==> config.mk <==
export PLATFORM = sky130hd
export DESIGN_NAME = small_decimator
export DESIGN_NICKNAME = d
export VERILOG_FILES = /design/src/rtl/small_decimator.sv
export SDC_FILE = /design/constraint.sdc
export NUM_CORES = 1
export LEC_CHECK = 0
export CORE_ASPECT_RATIO = 1.1
export CORE_UTILIZATION = 30
export CTS_CLUSTER_DIAMETER = 40
export DETAILED_ROUTE_END_ITERATION = 12
export GPL_TIMING_DRIVEN = 0
export PLACE_DENSITY = 0.53
export SLEW_MARGIN = 20
export SYNTH_ARGS = -nofsm -noshare
export SYNTH_HDL_FRONTEND = slang
export SYNTH_SLANG_ARGS = --single-unit
==> constraint.sdc <==
create_clock -name clk -period 4.5 [get_ports clk]
set_input_delay 0.675 -clock clk [delete_from_list [all_inputs] [get_ports clk]]
set_output_delay 0.675 -clock clk [all_outputs]
set_load 0.1 [all_outputs]
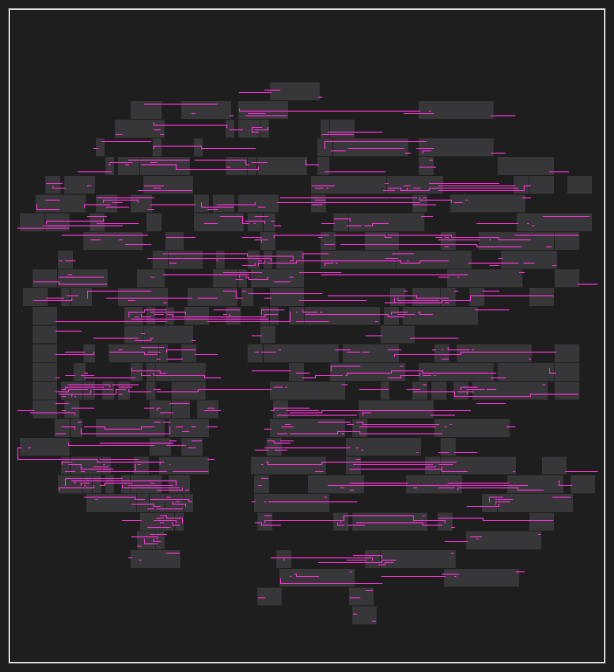
met1.png
The longest straight run is 29.0 µm. The layer holds 45% of the routed length. The wires run mostly horizontal. 210 nets have wire on it.
Post-Route WL: 4390 µm
Vias: 1,415
met1 usage: 0.146

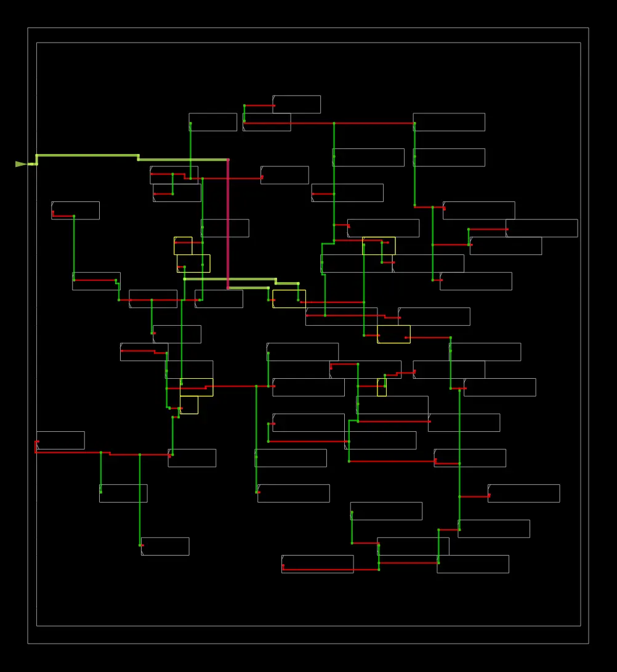
final_clocks.png
clk ins delay skew pair: 0.30 ns
Worst Skew: 0.0186 ns
cts bufs inserted: 5
total clock sinks: 50
Seq cells: 50

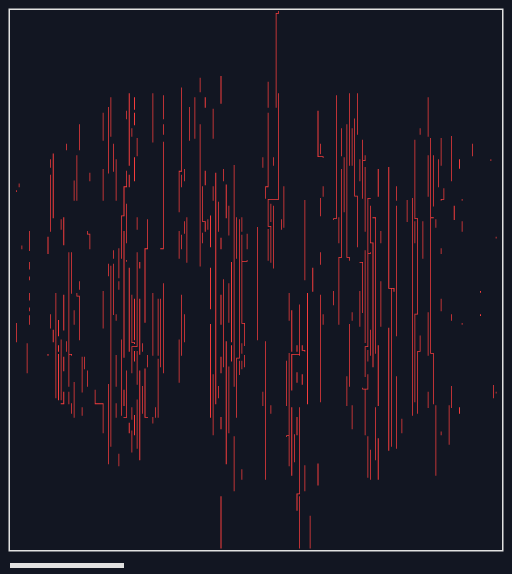
met2.png
Scale bar: 20 µm.
The wires run mostly vertical. The layer carries 2,210 µm of wire. 188 nets have wire on it. The longest straight run is 40.5 µm.
M2 GR Usage: 0.218

==> impl_metrics.toml <==
# physical design summary
[sta]
fmax_mhz = 317
holdWs_ns = 0.482
hold_viol = 0
period_minus_slack_ns = 3.15
tns_ns = 0
rsz0062_at_grt = "no"
slew_viol_final = 0

[routing]
drc = 0
postRouteAntennaNets = 0
route.top_layer_used = "met4"
viasPerCell = 4.45
wl_met2_um = 2210
met3_length_um = 172
drtIter0Drc = 62

[job]
drv_cap = 0
warning_count = 27

[yosys]
area_leaders = "edfxtp_1, dfxtp_1, mux4_2"
synthesis.nets = 201
synthesis.area_um2 = 2350
ys_async_sr_fraction = 0
ys_cells = 179
top_area_cell = "edfxtp_1"

[pwr]
pg_clk_uw = 262
combPwrFrac = 0.398
p_sw_uw = 555
p_clk_frac = 0.189
p_per_area_nw_per_um2 = 491
netSwitchingFraction = 0.400
power_frac_seq = 0.413
p_leak_nw = 1.05
ir_drop_uv = 417

[placed_design]
gp_congestion = 0.741
dp_cells = 310
pre_cts_slack_ns = 1.30

[global_routing]
grt_util_all_layers = 0.122
grt_pass1_wl_um = 7420
antenna_found_initial = 0
grt_overflow = 0

[setup_path]
cp_num_buf_inv = 2
cp_top_family = "buffers and inverters"
critical_path.max_fanout = 8
slowest_delay_ns = 1.13
cp_slowest_cell = "clkdlybuf4s50_1"
critical_path_depth = 3
r2r_cells = 13
r2r_slack_ns = 2.00
path_cells = "buf_1, mux4_2, clkdlybuf4s50_1"
crit_type = "reg -> out"

[finish]
final_common_cell = "edfxtp_1"
fin_nets = 234
final_util = 0.376
syn_to_final_growth_pct = 20.4
drive_gt1_frac = 0.122

[status]
outcome = "completed"

[floorplanning]
rows = 33
die_w_um = 86.3
core_area_um2 = 7510

[cts]
cts-htree-levels = 2
post-cts-setup-buffers = 0
holdBufCountCts = 0
clk_pin_slew_ns = 0.09
cts_root_buffer = "clkbuf_8"
-- kinds of logic after synthesis --
group / share of synthesized area
buffers and inverters: 0.0256
DFF: 0.563
and+or+nand+nor: 0.214
muxes: 0.0810
AOI/OAI and AO/OA: 0.0533
xor gates and xnor gates: 0.0336
adders and majority gates: 0.0299
-- cell type report --
cell class	instances	area, µm²
well taps	105	131
fillers	783	4690
flip-flops and latches	50	1320
repair buffers	26	260
clock inverters	2	15.0
inverters	7	28.8
plain buffers	6	31.3
clock buffers	6	72.6
multi-input cells	116	966
-- synth_stat cells, types with 3 or more instances --
cell,instances
edfxtp_1,32
and2_1,27
dfxtp_1,18
nand2_1,10
and3_1,8
mux4_2,8
nor2_1,8
inv_1,6
nand3_1,6
xor2_1,5
ha_1,4
nand2b_1,4
xnor2_1,4
a21oi_1,3
o21ai_0,3
